Figure 1. Clock wires, drivers and flops (run 1).
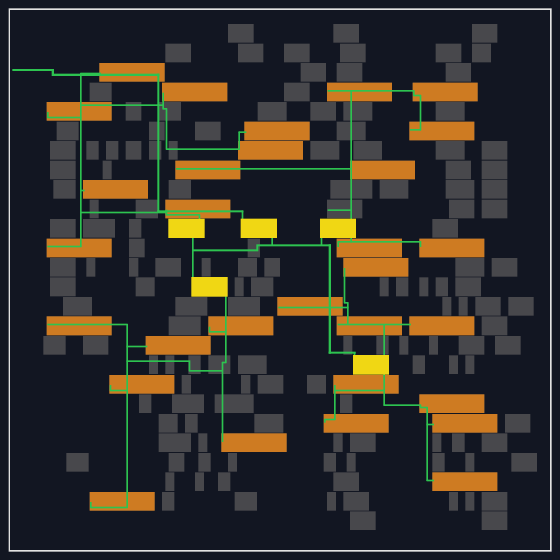
Figure 2. M2 wires (run 1).
The bar under the picture is 20 um long.
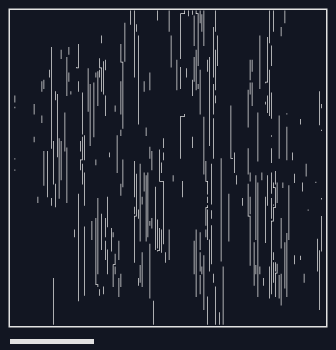
Figure 3. Floorplan with the power grid (run 1).
Pins as bars on the die edge. Tap cells in gray.
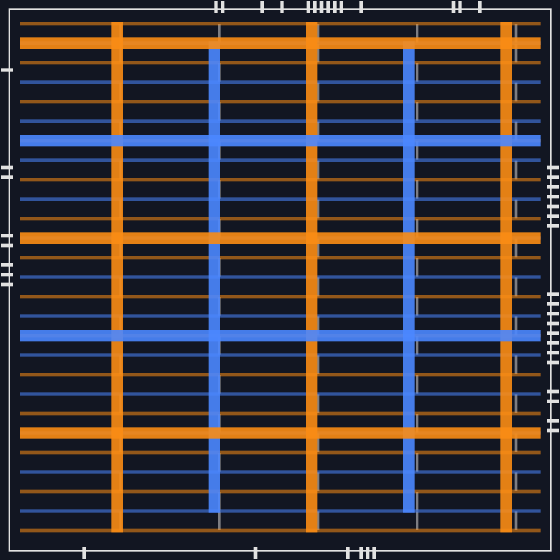
==> src/rtl/mult_issue_ctrl.sv <==
// mult_issue_ctrl: issue/collect stage in front of a sequential shift-add multiplier.
// Ports:
//   clk, clr              clock, asynchronous active-low reset
//   in_valid/in_ready     operand handshake; in_a, in_b are the operands
//   mul_a, mul_b          registered operands to the multiplier
//   mul_start             one-cycle start pulse to the multiplier
//   mul_p                 product from the multiplier
//   out_valid/out_ready   result handshake; out_p is the captured product
//   result_cnt            results consumed downstream, wraps
module mult_issue_ctrl #(
  parameter int WIDTH       = 4,
  parameter int MUL_LATENCY = 10,
  parameter int CNT_WIDTH   = 8
) (
  input  logic                   clk,
  input  logic                   clr,
  input  logic                   in_valid,
  output logic                   in_ready,
  input  logic [WIDTH-1:0]       in_a,
  input  logic [WIDTH-1:0]       in_b,
  output logic [WIDTH-1:0]       mul_a,
  output logic [WIDTH-1:0]       mul_b,
  output logic                   mul_start,
  input  logic [2*WIDTH-1:0]     mul_p,
  output logic                   out_valid,
  input  logic                   out_ready,
  output logic [2*WIDTH-1:0]     out_p,
  output logic [CNT_WIDTH-1:0]   result_cnt
);
  localparam int LW = MUL_LATENCY > 1 ? $clog2(MUL_LATENCY) : 1;
  localparam logic [LW-1:0] LAT_M1 = LW'(MUL_LATENCY - 1);
  typedef enum logic [1:0] {IDLE, START, WAIT, RESULT} state_t;
  state_t state, state_nx;
  logic [LW-1:0] count;
  logic accept, zero_op;
  always_ff @(posedge clk or negedge clr)
    if (!clr) state <= IDLE;
    else state <= state_nx;
  always_comb begin
    in_ready  = state == IDLE;
    mul_start = state == START;
    out_valid = state == RESULT;
    accept    = in_valid && state == IDLE;
    zero_op   = in_a == '0 || in_b == '0;
    state_nx  = state;
    case (state)
      IDLE:    state_nx = in_valid ? (zero_op ? RESULT : START) : IDLE;
      START:   state_nx = WAIT;
      WAIT:    state_nx = count == '0 ? RESULT : WAIT;
      default: state_nx = out_ready ? IDLE : RESULT;
    endcase
  end
  always_ff @(posedge clk or negedge clr)
    if (!clr) begin
      mul_a      <= '0;
      mul_b      <= '0;
      out_p      <= '0;
      count      <= '0;
      result_cnt <= '0;
    end else begin
      if (accept) begin
        mul_a <= in_a;
        mul_b <= in_b;
        // zero operand: product is known, skip the multiplier entirely
        if (zero_op) out_p <= '0;
      end
      if (state == START) count <= LAT_M1;
      else if (state == WAIT) count <= count - 1'b1;
      if (state == WAIT && count == '0) out_p <= mul_p;
      if (state == RESULT && out_ready) result_cnt <= result_cnt + 1'b1;
    end
endmodule
==> config.mk <==
export PLATFORM = sky130hd
export DESIGN_NAME = mult_issue_ctrl
export DESIGN_NICKNAME = d
export VERILOG_FILES = /design/src/rtl/mult_issue_ctrl.sv
export SDC_FILE = /design/constraint.sdc
export NUM_CORES = 1
export LEC_CHECK = 0
export CELL_PAD_IN_SITES_DETAIL_PLACEMENT = 1
export CELL_PAD_IN_SITES_GLOBAL_PLACEMENT = 1
export CORE_UTILIZATION = 25
export CTS_CLUSTER_DIAMETER = 30
export DETAILED_ROUTE_END_ITERATION = 12
export HOLD_SLACK_MARGIN = 0.02
export PLACE_DENSITY_LB_ADDON = 0.08
export SYNTH_ARGS = -nofsm -noshare
export SYNTH_HDL_FRONTEND = slang
export SYNTH_SLANG_ARGS = --single-unit
==> constraint.sdc <==
create_clock -name clk -period 1.9 [get_ports clk]
set_input_delay 0.38 -clock clk [delete_from_list [all_inputs] [get_ports clk]]
set_output_delay 0.38 -clock clk [all_outputs]
set_load 0.01 [all_outputs]
==> flow_summary_export.csv, run 1 <==
group,metric,value,unit
final_layout,areaGrowthSynthToFinish,49.2,%
clock_network,cts_hold_buf,0,
critical_path,r2r_end,"out_p[3]",
clock_network,worst_skew_pair.late_latency,0.27,ns
final_timing,hold_viol_final,0,
pwr,seq_power,0.00110,W
clock_network,path_clk_slew,0.07,ns
pwr,top_power_group,"combinational logic",
detailed_routing,vias,1078,
final_layout,drive_above_1_share,0.149,
logic_synthesis,flop_cell,"dfrtp_1",
clock_network,cts_root_buf,"clkbuf_8",
flow_run,maxCapViolCount,0,
logic_synthesis,yosysMostFrequentCell,"dfrtp_1",
logic_synthesis,yosys_cells,118,
final_layout,numSequentialCells,30,
detailed_routing,drc,0,
pwr,ir_worst_vdd,0.000562,V
clock_network,post_cts_buffers,0,
logic_synthesis,synth_top_cell_by_area,"dfrtp_1",
detailed_routing,wl_met1,1490,um
final_layout,finalNonFillerCells,244,
critical_path,cp_num_buf_inv,1,
outcome,status,"finished, final reports clean",
final_timing,tns,0,ns
logic_synthesis,edf_count,0,
detailed_routing,antenna_left,0,
logic_synthesis,fp_nets,145,
-- Figure 1 (at the start) --
clock wires: in green, length 439 um. cells driving clock nets: in yellow, count 5. flip-flops: in orange, count 30.
There are 6 routed clock nets. Position of the flops: spread over the die.

-- Figure 2 (at the start) --
The layer holds 48% of the routed length. 177 nets have wire on it. The layer carries 1580 um of wire.

-- Figure 3 (at the start) --
VSS: in orange. VDD: in blue.
5 straps on met5. 70 tap cells. The core has 26 rows.

-- run 1: stage by stage --
stage | setup slack [ns] | utilization
2_1_floorplan | 0.540 | -
3_3_place_gp | 0.0147 | 0.373
3_5_place_dp | -0.0723 | 0.373
4_1_cts | 0.0818 | 0.390
5_1_grt | 0.0446 | 0.390
6_report | 0.113 | 0.390
-- run 1: worst min path at each step --
stage	start	endpoint	cells past startpoint
floorplan	clr	count[0]	0
global placement	result_cnt[7]	result_cnt[7]	1
detailed placement	result_cnt[7]	result_cnt[7]	1
CTS	result_cnt[7]	result_cnt[7]	1
global route	result_cnt[7]	result_cnt[7]	1
finish	result_cnt[7]	result_cnt[7]	1
-- run 1: routing by layer --
metal,GRT usage,vias to the layer above
met5,0,-
met3,0.0331,4
met1,0.167,530
met4,0.0432,0
met2,0.223,31
li1,-,513
==> inputs of run 2 (changes only) <==
--- a/config.mk
+++ b/config.mk
@@ -11,6 +11,7 @@
 export CTS_CLUSTER_DIAMETER = 30
 export DETAILED_ROUTE_END_ITERATION = 12
 export HOLD_SLACK_MARGIN = 0.02
+export MAX_ROUTING_LAYER = met4
 export PLACE_DENSITY_LB_ADDON = 0.08
 export SYNTH_ARGS = -nofsm -noshare
 export SYNTH_HDL_FRONTEND = slang
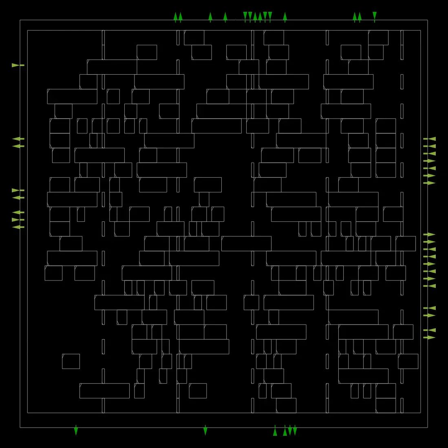
Figure 4: run 2, cell placement.
fin util: 0.390
Layout Cells excl Fill: 244
Seq cells: 30
Fillers: 599

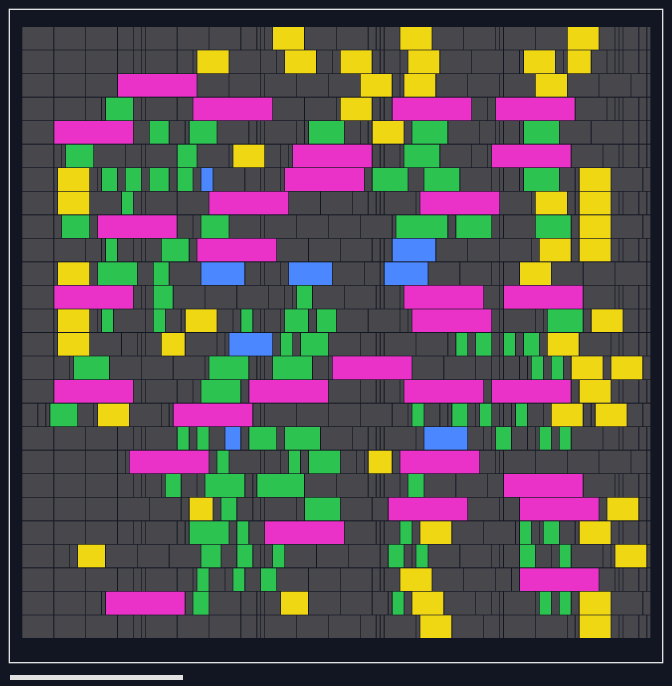
Figure 5: run 2, cells colored by class.
The bar under the picture is 20 um long. Fill, decap, tap and diode cells in gray.
flip-flops: in magenta, cells 30. all other logic: in green, cells 86. other buffers and delay cells: in yellow, cells 50. clock drivers and dummy loads: in blue, cells 8.

==> flow_summary_export.csv, run 2 <==
group,metric,value,unit
outcome,status,"finished, final reports clean",
logic_synthesis,synth_top_cell_by_area,"dfrtp_1",
logic_synthesis,yosysMostFrequentCell,"dfrtp_1",
logic_synthesis,flop_cell,"dfrtp_1",
min_path,worst_hold_path.endpoint,"result_cnt[7]",
logic_synthesis,edf_count,0,
critical_path,cp_num_buf_inv,1,
final_timing,tns,0,ns
critical_path,r2r_end,"out_p[3]",
final_timing,hold_viol_final,0,
clock_network,worst_skew_pair.late_latency,0.27,ns
critical_path,worstPathRequired,1.52,ns
min_path,hold_depth,1,
detailed_routing,antenna_left,0,
pwr,ir_worst_vdd,0.000563,V
final_layout,areaGrowthSynthToFinish,49.2,%
detailed_routing,drc,0,
logic_synthesis,yosys_cells,118,
final_layout,drive_above_1_share,0.149,
clock_network,post_cts_buffers,0,
clock_network,cts_hold_buf,0,
clock_network,cts_root_buf,"clkbuf_8",
clock_network,path_clk_slew,0.07,ns
min_path,hp-start,"result_cnt[7]",
final_timing,timing.final.ws_setup,0.114,ns
logic_synthesis,synth-async-reset-ratio,1.00,
logic_synthesis,fp_nets,145,
[run 2: cell counts after synthesis]
Identical to the previous run, type by type.
[run 2: timing repair]
action                                 4_1_cts  5_1_grt
endpoints found under the hold margin        0        0
setup endpoints to repair                    2        0
resized                                      3        0
[run 2: worst max-delay path by stage]
stage / startpoint / endpoint / cells past startpoint
floorplan: in_a[1] / out_p[0] / 3
global placement: in_a[1] / out_p[7] / 4
detailed placement: in_a[1] / out_p[3] / 4
CTS: state[1] / out_valid / 2
global route: state[1] / out_valid / 2
finish: state[1] / out_valid / 2
[run 2: per-layer routing]
metal | global-route usage | vias up | wire length (um)
met5 | - | - | 0
met4 | 0.0432 | 0 | 34
met3 | 0.0304 | 4 | 185
met2 | 0.223 | 31 | 1580
met1 | 0.169 | 530 | 1510
li1 | - | 513 | -
Power figures rest on the tool's default switching activity, not on a simulated workload.
